$ cat src/rtl/fcmp_pipe.sv
// Pipelined IEEE-754-style compare unit: feq/flt/fle/fmin/fmax with NaN and signed-zero handling.
// Valid/ready on both sides; a stage advances when it is empty or the next stage advances.
module fcmp_pipe #(
    parameter int EXP_W = 8,
    parameter int MAN_W = 23,
    parameter int PIPE  = 2,
    parameter int TAG_W = 5
) (
    input  logic                   clk,
    input  logic                   rst,
    input  logic                   in_valid,
    output logic                   in_ready,
    input  logic [2:0]             in_op,
    input  logic [EXP_W+MAN_W:0]   in_x1,
    input  logic [EXP_W+MAN_W:0]   in_x2,
    input  logic [TAG_W-1:0]       in_tag,
    output logic                   out_valid,
    input  logic                   out_ready,
    output logic [EXP_W+MAN_W:0]   out_y,
    output logic                   out_nv,
    output logic [TAG_W-1:0]       out_tag
);
    localparam int W = 1 + EXP_W + MAN_W;
    localparam logic [2:0] OP_FEQ  = 3'd0;
    localparam logic [2:0] OP_FLT  = 3'd1;
    localparam logic [2:0] OP_FLE  = 3'd2;
    localparam logic [2:0] OP_FMIN = 3'd3;
    localparam logic [2:0] OP_FMAX = 3'd4;
    localparam logic [W-1:0] CANON_NAN = {1'b0, {EXP_W{1'b1}}, 1'b1, {(MAN_W-1){1'b0}}};

    typedef struct packed {
        logic [2:0]       op;
        logic [TAG_W-1:0] tag;
        logic [W-1:0]     k1;
        logic [W-1:0]     k2;
        logic             sg1;
        logic             sg2;
        logic             nan1;
        logic             nan2;
        logic             snan1;
        logic             snan2;
        logic             zero1;
        logic             zero2;
    } pre_t;

    // Unsigned key whose ordering matches the numeric ordering; both zeros map to one key.
    function automatic logic [W-1:0] key_of(input logic [W-1:0] x, input logic zero);
        if (zero)
            return {1'b1, {(W-1){1'b0}}};
        else if (!x[W-1])
            return {1'b1, x[W-2:0]};
        else
            return ~x;
    endfunction

    // The key is invertible once the sign is known, so operands need not be carried.
    function automatic logic [W-1:0] operand_of(input logic [W-1:0] k, input logic sg,
                                                input logic zero);
        if (zero)
            return {sg, {(W-1){1'b0}}};
        else if (sg)
            return ~k;
        else
            return {1'b0, k[W-2:0]};
    endfunction

    logic [EXP_W-1:0] e1, e2;
    logic [MAN_W-1:0] m1, m2;
    pre_t             pre_d;
    pre_t             pre_s;
    logic             pre_v;
    logic             adv_o;

    assign e1 = in_x1[W-2:MAN_W];
    assign e2 = in_x2[W-2:MAN_W];
    assign m1 = in_x1[MAN_W-1:0];
    assign m2 = in_x2[MAN_W-1:0];

    always_comb begin
        pre_d       = '0;
        pre_d.op    = in_op;
        pre_d.tag   = in_tag;
        pre_d.sg1   = in_x1[W-1];
        pre_d.sg2   = in_x2[W-1];
        pre_d.nan1  = (&e1) && (|m1);
        pre_d.nan2  = (&e2) && (|m2);
        pre_d.snan1 = pre_d.nan1 && !m1[MAN_W-1];
        pre_d.snan2 = pre_d.nan2 && !m2[MAN_W-1];
        pre_d.zero1 = (e1 == '0) && (m1 == '0);
        pre_d.zero2 = (e2 == '0) && (m2 == '0);
        pre_d.k1    = key_of(in_x1, pre_d.zero1);
        pre_d.k2    = key_of(in_x2, pre_d.zero2);
    end

    logic         any_nan, any_snan, lt, eq, is_min;
    logic [W-1:0] x1_r, x2_r, y_d;
    logic         nv_d;

    assign any_nan  = pre_s.nan1 || pre_s.nan2;
    assign any_snan = pre_s.snan1 || pre_s.snan2;
    assign lt       = pre_s.k1 < pre_s.k2;
    assign eq       = pre_s.k1 == pre_s.k2;
    assign is_min   = pre_s.op == OP_FMIN;
    assign x1_r     = operand_of(pre_s.k1, pre_s.sg1, pre_s.zero1);
    assign x2_r     = operand_of(pre_s.k2, pre_s.sg2, pre_s.zero2);

    always_comb begin
        y_d  = '0;
        nv_d = 1'b0;
        case (pre_s.op)
            OP_FEQ: begin
                y_d[0] = !any_nan && eq;
                nv_d   = any_snan;
            end
            OP_FLT: begin
                y_d[0] = !any_nan && lt;
                nv_d   = any_nan;
            end
            OP_FLE: begin
                y_d[0] = !any_nan && (lt || eq);
                nv_d   = any_nan;
            end
            OP_FMIN, OP_FMAX: begin
                nv_d = any_snan;
                if (pre_s.nan1 && pre_s.nan2)
                    y_d = CANON_NAN;
                else if (pre_s.nan1)
                    y_d = x2_r;
                else if (pre_s.nan2)
                    y_d = x1_r;
                else if (pre_s.zero1 && pre_s.zero2)
                    y_d = {is_min, {(W-1){1'b0}}};
                else if (is_min == lt)
                    y_d = x1_r;
                else
                    y_d = x2_r;
            end
            default: begin
                y_d  = '0;
                nv_d = 1'b0;
            end
        endcase
    end

    logic             vo_q;
    logic [W-1:0]     y_q;
    logic             nv_q;
    logic [TAG_W-1:0] tag_q;

    assign adv_o = !vo_q || out_ready;

    generate
        if (PIPE == 1) begin : g_p1
            assign pre_s    = pre_d;
            assign pre_v    = in_valid;
            assign in_ready = adv_o;
        end else begin : g_p2
            pre_t pre_q;
            logic v1_q;
            always_ff @(posedge clk) begin
                if (rst) begin
                    v1_q  <= 1'b0;
                    pre_q <= '0;
                end else if (!v1_q || adv_o) begin
                    v1_q <= in_valid;
                    if (in_valid)
                        pre_q <= pre_d;
                end
            end
            assign pre_s    = pre_q;
            assign pre_v    = v1_q;
            assign in_ready = !v1_q || adv_o;
        end
    endgenerate

    always_ff @(posedge clk) begin
        if (rst) begin
            vo_q  <= 1'b0;
            y_q   <= '0;
            nv_q  <= 1'b0;
            tag_q <= '0;
        end else if (adv_o) begin
            vo_q <= pre_v;
            if (pre_v) begin
                y_q   <= y_d;
                nv_q  <= nv_d;
                tag_q <= pre_s.tag;
            end
        end
    end

    assign out_valid = vo_q;
    assign out_y     = y_q;
    assign out_nv    = nv_q;
    assign out_tag   = tag_q;
endmodule

$ cat config.mk
export PLATFORM = sky130hd
export DESIGN_NAME = fcmp_pipe
export DESIGN_NICKNAME = d
export VERILOG_FILES = /design/src/rtl/fcmp_pipe.sv
export SDC_FILE = /design/constraint.sdc
export NUM_CORES = 1
export LEC_CHECK = 0
export ABC_AREA = 0
export CAP_MARGIN = 10
export CORE_MARGIN = 3
export CORE_UTILIZATION = 45
export DETAILED_ROUTE_END_ITERATION = 8
export PLACE_DENSITY = 0.8
export REMOVE_ABC_BUFFERS = 1
export SYNTH_ARGS = -nofsm -noshare
export SYNTH_HDL_FRONTEND = slang
export SYNTH_SLANG_ARGS = --single-unit
export TNS_END_PERCENT = 20
$ cat constraint.sdc
create_clock -name clk -period 4 [get_ports clk]
set_input_delay 0.8 -clock clk [delete_from_list [all_inputs] [get_ports clk]]
set_output_delay 0.8 -clock clk [all_outputs]
set_load 0.01 [all_outputs]
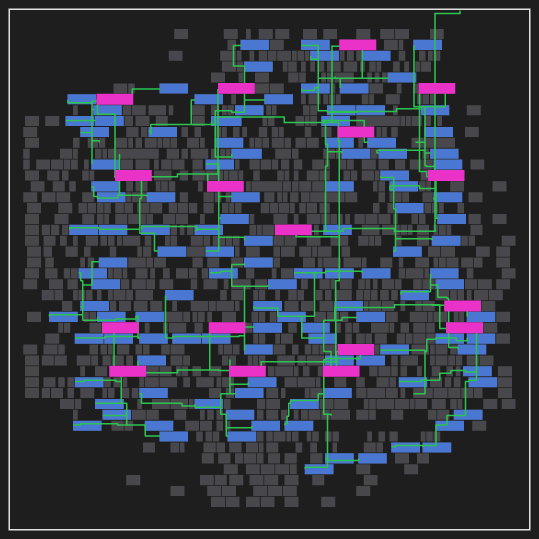
**Above:** routed clock nets over the placement.
Scale: 4 px per um.
Key: clock wires = green [length 1580 um]; cells driving clock nets = magenta [count 17]; flip-flops = blue [count 120]
There are 18 routed clock nets. Position of the flops: all over the die.
clk_lat worst skew: 0.42 ns
final setup skew: 0.00705 ns
Clock Power Share: 45.0%
P_clk: 1.57 mW

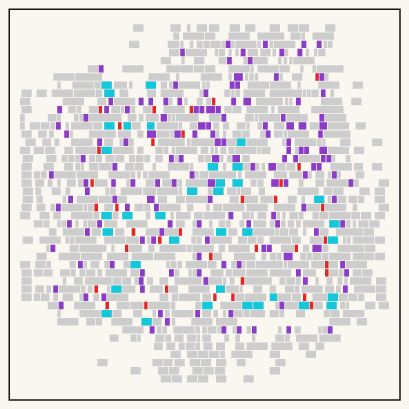
**Above:** gate-type map.
Scale: 3 px per um.
Key: inverting AOI/OAI gates = purple [cells 150, most used a21oi_1]; inverters = red [cells 36, most used inv_1]; AND-OR and OR-AND gates = cyan [cells 36, most used a221o_1]
fin cells: 1135
Commonest Layout Cell: dfxtp_1

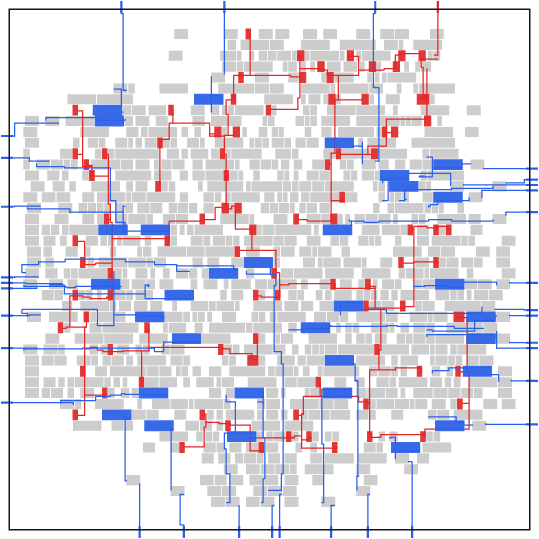
**Above:** wires at chosen ports, followed through buffers.
Scale: 4 px per um.
Key: `rst` = red [direction input, edge north, end cells 92, buffers 2, wire 893 um]; `out_y` = blue [direction output, edge 12 east, 9 west, 8 south, 3 north, end cells 32, buffers 32, wire 1310 um]
IO buf count: 115
io pins: 116

==> impl_metrics.yaml <==
# generated from flow reports
synth:
  syn_area_per_cell_um2: 8.02
  synth_cell_type_count: 53
  synthSimpleGateAreaFrac_pct: 20.7
  synthTopCellsByCount: "120 x dfxtp_1, 108 x a21oi_1, 89 x nor2_1"
  ys_sh_mux_pct: 0.163
  edf_count: 0
  synthArstFlopShare_pct: 0
  top_area_share_pct: 34.9
  ys_cells: 859
  yosysWarnings: 0
  largest_area_cell: "dfxtp_1"
  ys_ff: 120
  area_leaders: "dfxtp_1 35%, xnor2_1 10%, a21oi_1 7.8%"
  netlist_area_um2: 6890
  synthAoiAreaFrac_pct: 16.7
  synth.most_common_cell: "dfxtp_1"
finish:
  largest_class: "multi-input combinational cells"
  buf_share_pct: 14.1
  buffers: 126
  fill_cells: 1328
  nonClockInverterCount: 36
  drive_gt1_share_pct: 5.47
  area_growth_pct: 26.3
  clk_share_pct: 6.98
  largest_register_ffs: 80
  largest-register: "g_p2.pre_q"
  comb_area_share_pct: 47.1
  final_cell_area_um2: 8710
  logic_area_um2: 4100
  seq_area_share_pct: 27.6
  lay_top_cells: "118 x dfxtp_1, 112 x clkdlybuf4s50_1, 108 x a21oi_1"
timing:
  slew_violations: 0
  max_freq_mhz: 323
  whs_ns: 0.454
  rsz0062_at_grt: "false"
  setup_viol: 0
  slew_headroom_pct: 23.5
  setup_ws_ns: 0.908
  min_period_over_period_pct: 77.3
  final.setup.tns_ns: 0
run_status:
  status: "finished, final reports clean"
run:
  drv_cap: 0
critical_path:
  crit_end: "out_y[16]"
  r2r_setup_slack_ns: 0.91
  crit-reg2reg-launch: "g_p2.pre_q[37]"
  crit_family: "AND-OR/OR-AND gates"
  path_cells: "inv_1 > ha_1 > a21o_1 > a21o_1 > a221oi_1 > nand2_1 > nor4_1 > nor3_2 > buf_4 > a221o_1"
  slowest_delay_ns: 0.51
  crit_type: "reg -> reg"
  cp.required_ns: 4.30
  end_kind: "register"
  arrival_ns: 3.39
  path_max_fanout: 17
  cp-start-kind: "register"
cts:
  cts_root_buf: "clkbuf_16"
  clock_sinks: 120
  tritoncts: "done"
  postCtsSetupBuffers: 0
  cts_resized: 0
  clk_pin_slew_ns: 0.05
  clock_path_buffers: 2
worst_hold_path:
  hp-class: "reg -> reg"
  hold_depth: 2
  min_to: "out_tag[1]"
power_and_ir_drop:
  power_density_nw_per_um2: 401
  total_power_mw: 3.49
  pg_seq_mw: 1.33
  pwr-share-comb_pct: 16.8
  p_int_mw: 2.58
  power.group.top: "the clock network"
  swShare_pct: 26.3
  p_seq_share_pct: 38.2
global_route:
  first_global_vias: 6411
  antenna_found_initial: 0
  grt_pass1_wl_mm: 32.0
  use_met3_pct: 5.77
  grt_max_degree: 92
drt:
  wl_met2_mm: 9.25
  dr.max_layer_used: "met4"
  firstDrtPassIters: 5
  wl_met1_mm: 8.62
  wl_met3_mm: 1.54
die:
  die_height_um: 130
  die_area_um2: 16800
  std_cell_rows: 44
  tap_cells: 184
  initCoreUtil_pct: 46.7
placed_design:
  pre_cts_ws_ns: 0.723
  routabilityCongestion: 0.915
  dp_cells: 1103
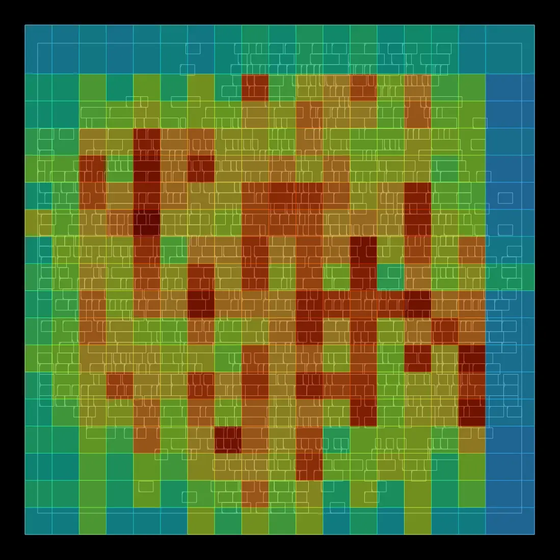
**Above:** routing congestion map.
Routed WL per cell: 17.7 um
routing usage on met2: 39.0%
Global Route Usage Sum: 24.3%
Top Usage Layer GRT: met2

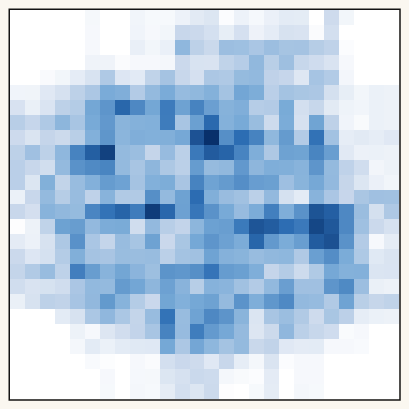
**Above:** routed metal per tile.
Scale: 3 px per um. 26 x 26 tiles, from white (low) to dark blue (high), scaled to the fullest tile. Values are wire area over tile area, all layers added.
16% of the tiles are nearly empty. The fullest tile reaches 0.67. 19% of the tiles are over half the peak. The densest ninth of the die: centre. The mean over all tiles is 0.20.
vias: 6542
final wirelength: 20.0 mm

Power is estimated from default activity; no workload was simulated.
